File: config.mk
export PLATFORM = sky130hd
export DESIGN_NAME = ulv_deser_rx
export DESIGN_NICKNAME = d
export VERILOG_FILES = /design/src/rtl/ulv_deser_pkg.sv /design/src/rtl/ulv_out_buf.sv /design/src/rtl/ulv_deser_rx.sv
export SDC_FILE = /design/constraint.sdc
export NUM_CORES = 1
export LEC_CHECK = 0
export ABC_CLOCK_PERIOD_IN_PS = 1700
export CAP_MARGIN = 0
export CORE_UTILIZATION = 44
export DETAILED_ROUTE_END_ITERATION = 10
export PLACE_DENSITY = 0.7
export SLEW_MARGIN = 25
export SYNTH_ARGS = -nofsm -noshare
export SYNTH_HDL_FRONTEND = slang
export SYNTH_SLANG_ARGS = --single-unit
File: constraint.sdc
create_clock -name clk -period 1.7 [get_ports clk]
set_clock_uncertainty 0.1 [all_clocks]
set_input_delay 0.255 -clock clk [delete_from_list [all_inputs] [get_ports clk]]
set_output_delay 0.255 -clock clk [all_outputs]
set_load 0.01 [all_outputs]
File: src/rtl/ulv_deser_pkg.sv
// Shared types and helpers for the ulv serial receiver.
package ulv_deser_pkg;

  typedef enum logic [1:0] {IDLE, SHIFT, PAR} state_e;

  function automatic int cnt_w(input int n);
    return $clog2(n + 1);
  endfunction

endpackage

File: src/rtl/ulv_out_buf.sv
// Single-entry valid/ready word register. A load lands in the same cycle; a load
// against a held, unaccepted word is dropped and sets the sticky overrun flag.
module ulv_out_buf #(
  parameter int N = 8
) (
  input  logic         clk,
  input  logic         reset,
  input  logic         load,
  input  logic [N-1:0] data,
  input  logic         perr,
  input  logic         q_ready,
  output logic [N-1:0] q,
  output logic         q_valid,
  output logic         parity_err,
  output logic         overrun
);

  always_ff @(posedge clk or posedge reset) begin
    if (reset) begin
      q          <= '0;
      q_valid    <= 1'b0;
      parity_err <= 1'b0;
      overrun    <= 1'b0;
    end else if (load) begin
      if (!q_valid || q_ready) begin
        q          <= data;
        q_valid    <= 1'b1;
        parity_err <= perr;
      end else begin
        overrun    <= 1'b1;
      end
    end else if (q_valid && q_ready) begin
      q_valid <= 1'b0;
    end
  end

endmodule

File: src/rtl/ulv_deser_rx.sv
// Serial-to-parallel frame receiver; word is visible the cycle after its last bit, held until consumed.
// ULV_DESER_PARITY_CHECK_EN adds a trailing even-parity bit per word.
module ulv_deser_rx
  import ulv_deser_pkg::*;
#(
  parameter int N         = 8,
  parameter bit MSB_FIRST = 1'b1
) (
  input  logic         clk,
  input  logic         reset,
  input  logic         sin,
  input  logic         sin_valid,
  input  logic         sof,
  output logic [N-1:0] q,
  output logic         q_valid,
  input  logic         q_ready,
  output logic         overrun,
  output logic         parity_err
);

  localparam int CW = cnt_w(N);

  state_e        state;
  logic [CW-1:0] cnt;
  logic [N-1:0]  sr;
  logic [N-1:0]  shifted;
  logic [N-1:0]  first;
  logic [N-1:0]  word;
  logic          load;
  logic          perr;

  assign shifted = MSB_FIRST ? {sr[N-2:0], sin} : {sin, sr[N-1:1]};
  assign first   = MSB_FIRST ? {{(N-1){1'b0}}, sin} : {sin, {(N-1){1'b0}}};

  always_ff @(posedge clk or posedge reset) begin
    if (reset) begin
      state <= IDLE;
      cnt   <= '0;
      sr    <= '0;
    end else if (sin_valid) begin
      case (state)
        IDLE: begin
          if (sof) begin
            sr    <= first;
            cnt   <= CW'(1);
            state <= SHIFT;
          end
        end
        SHIFT: begin
          if (sof) begin
            sr  <= first;
            cnt <= CW'(1);
          end else begin
            sr <= shifted;
            if (cnt == CW'(N - 1)) begin
`ifdef ULV_DESER_PARITY_CHECK_EN
              state <= PAR;
              cnt   <= CW'(N);
`else
              state <= IDLE;
              cnt   <= '0;
`endif
            end else begin
              cnt <= cnt + CW'(1);
            end
          end
        end
        PAR: begin
          state <= IDLE;
          cnt   <= '0;
        end
        default: begin
          state <= IDLE;
          cnt   <= '0;
        end
      endcase
    end
  end

  // Completion is decoded combinationally so the word reaches the buffer on the accepting edge.
  always_comb begin
    load = 1'b0;
    perr = 1'b0;
    word = shifted;
    if (sin_valid) begin
`ifdef ULV_DESER_PARITY_CHECK_EN
      if (state == PAR) begin
        load = 1'b1;
        word = sr;
        perr = ^{sr, sin};
      end
`else
      if (state == SHIFT && !sof && cnt == CW'(N - 1)) begin
        load = 1'b1;
      end
`endif
    end
  end

  ulv_out_buf #(.N(N)) u_out_buf (
    .clk        (clk),
    .reset      (reset),
    .load       (load),
    .data       (word),
    .perr       (perr),
    .q_ready    (q_ready),
    .q          (q),
    .q_valid    (q_valid),
    .parity_err (parity_err),
    .overrun    (overrun)
  );

endmodule

Figure 1. Cell density map.
The bar under the picture is 10 um long. The die is cut into 10 by 10 equal tiles; dark purple is low, yellow is high, 0 to 100% covered.
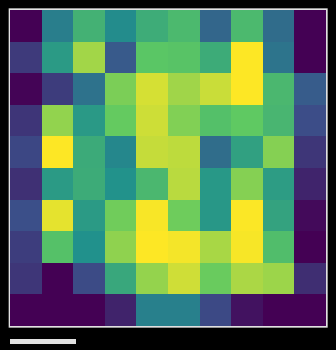
fullest tile: 100%
mean over tiles: 53%
tiles over 75% full: 33%
emptiest ninth of the die: lower left
final standard cell utilization of the core: 63.5%
CORE AREA: 1960 um2
effective utilization at floorplan: 47.0%

Figure 2. The clock network.
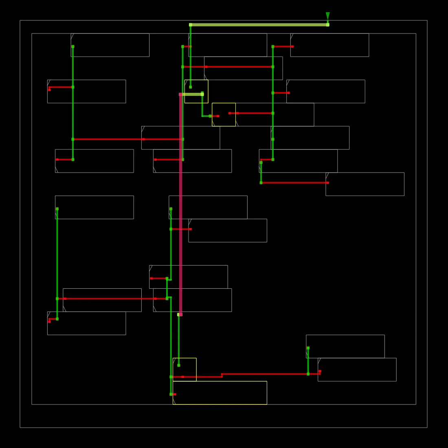
CTS sink cnt: 22
number of buffers added by the clock tree synthesis step: 3
clk_buf instances: 3
Clock Latency Late Sink: 310 ps

Figure 3. Metal layers overlaid.
Only two layers are drawn.
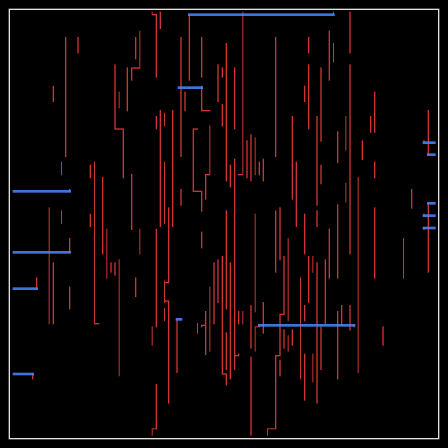
legend:
  blue:
    layer: metal 3
    wire_length: 51.3 um
  red:
    layer: metal 2
    wire_length: 778 um

==> design notes <==
The run gives 100 ps for the register-to-register path setup slack. 17 I/O pins were placed. Per the detail_route log, met3 wirelength is 51 um. The worst setup slack before clock tree synthesis came out at -89.8 ps. Sequential elements use 59.7% of the synthesized area.

The power density over the cells is 989 nW/um2, and the CTS H-tree depth is 1. The share of the clock period used by the worst path is 94.1%. The run gives 922 um2 as the synthesized area.

The run finished with clean final reports. Worst reg-to-reg path cell count: 5. The aggregate routed wire length was 1560 um.

Remaining antenna violation count: 0. The die height is 47.8 um, and the post-detailed-route DRC marker count is 0. Post-synthesis, Yosys gives the total cell area as 922 um2.

Max fanout on the critical path was recorded as 8. The run gives 15 for the quantity of I/O buffers inserted on ports. Number of global-route vias before repair: 577. In this run the worst hold path is classified as input pin to asynchronous set/reset pin.

The tools report the worst setup path endpoint as u_out_buf.q[0]. The run gives 0 as the initial antenna violation count. The startpoint identified for the worst register-to-register timing path is cnt[0].
Figure 4. Register map, names as in the netlist.
The bar under the picture is 10 um long. Other sequential cells in the stronger gray, the rest of the logic in the fainter gray.
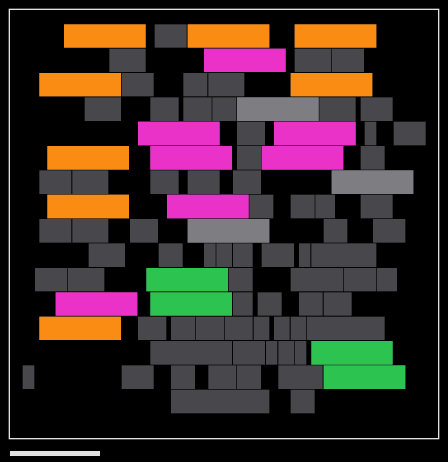
legend:
  magenta:
    netlist_name: sr
    sequential_cells: 7
  green:
    netlist_name: cnt
    sequential_cells: 4
  orange:
    netlist_name: u_out_buf.q
    sequential_cells: 8
not colored: 3
sequential cell area share: 44.2%
power drawn by the sequential cells: 617 uW

Figure 5. Routed metal per tile.
The die is cut into 10 by 10 equal tiles; dark purple is low, yellow is high, scaled to the fullest tile. Values are wire area over tile area, all layers added.
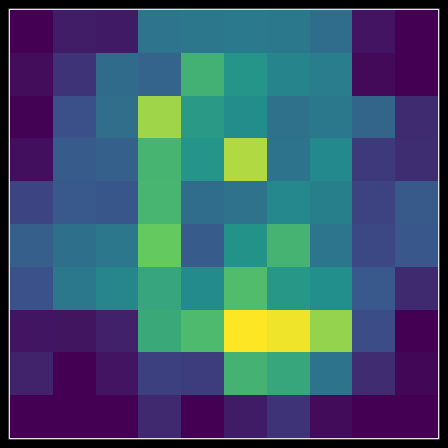
nearly empty tiles: 13%
emptiest ninth of the die: lower left
mean over tiles: 0.11
average wire length per cell after detail routing: 13.0 um
total global routing track utilization: 16.7%

-- synthesized netlist by cell type --
cell / number / area [um2]
sky130_fd_sc_hd__nand2_1: 1 / 3.75
sky130_fd_sc_hd__inv_1: 2 / 7.51
sky130_fd_sc_hd__conb_1: 1 / 3.75
sky130_fd_sc_hd__mux2_2: 8 / 90.1
sky130_fd_sc_hd__o41ai_1: 1 / 8.76
sky130_fd_sc_hd__buf_2: 1 / 5.00
sky130_fd_sc_hd__nand4b_4: 1 / 23.8
sky130_fd_sc_hd__a21o_1: 1 / 7.51
sky130_fd_sc_hd__nor3_4: 1 / 16.3
sky130_fd_sc_hd__mux2_1: 1 / 11.3
sky130_fd_sc_hd__buf_4: 2 / 15.0
sky130_fd_sc_hd__or2_2: 1 / 6.26
sky130_fd_sc_hd__nand2b_4: 1 / 13.8
sky130_fd_sc_hd__a211oi_1: 1 / 7.51
sky130_fd_sc_hd__and3b_1: 1 / 8.76
sky130_fd_sc_hd__a21oi_1: 2 / 10.0
sky130_fd_sc_hd__ha_1: 1 / 12.5
sky130_fd_sc_hd__nor2b_1: 2 / 12.5
sky130_fd_sc_hd__nor2_1: 2 / 7.51
sky130_fd_sc_hd__o21ai_0: 3 / 15.0
sky130_fd_sc_hd__dfrtp_1: 22 / 551
sky130_fd_sc_hd__a41oi_1: 1 / 8.76
sky130_fd_sc_hd__a22o_1: 7 / 61.3
sky130_fd_sc_hd__nand4_1: 1 / 6.26
sky130_fd_sc_hd__o21ai_2: 1 / 8.76
-- state kept, by name, indices dropped and copies added, names as in the netlist --
signal and cells:
cnt 4, sr 7, state 1, u_out_buf.overrun 1
u_out_buf.q 8, u_out_buf.q_valid 1
-- critical path: stages (launching register included) --
cell	delay [ps]
sky130_fd_sc_hd__dfrtp_1	410
sky130_fd_sc_hd__ha_4	180
sky130_fd_sc_hd__nand4b_4	120
sky130_fd_sc_hd__nor3_4	210
sky130_fd_sc_hd__buf_12	150
sky130_fd_sc_hd__mux2_1	320
-- where the power goes --
group	switching, mW	total [mW]	internal [mW]
Sequential	0.0411	0.617	0.575
Combinational	0.0904	0.225	0.134
Clock	0.153	0.391	0.238
Total	0.284	1.23	0.948
-- layer usage --
metal | GRT usage (%) | vias up
li1 | - | 293
met1 | 21.4 | 299
met5 | 0 | -
met2 | 26.8 | 16
met4 | 6.67 | 0
met3 | 4.53 | 2
-- metrics by stage --
step | hold WS, ps | utilization [%] | setup TNS, ps | cells
after global placement | 345 | 60.2 | -457 | 116
after CTS | 162 | 62.9 | 0 | 120
after floorplan | 144 | - | 0 | 66
after detailed placement | 384 | 60.2 | -687 | 116
after global routing | 194 | 63.5 | 0 | 120
final | 170 | 63.5 | 0 | 120
-- area by class of cell --
class / count / area (um2)
Timing Repair Buffer: 26 / 245
Clock buffer: 3 / 22.5
Multi-Input combinational cell: 39 / 357
Inverter: 2 / 7.51
Tap cell: 27 / 33.8
Clock inverter: 1 / 30.0
Fill cell: 166 / 716
Sequential cell: 22 / 551
-- repair_timing --
item | 4_1_cts | 5_1_grt
endpoints found under the setup margin | 0 | 8
gates resized | 0 | 2
hold buffers | 0 | 0
Power and IR drop assume default switching activity.
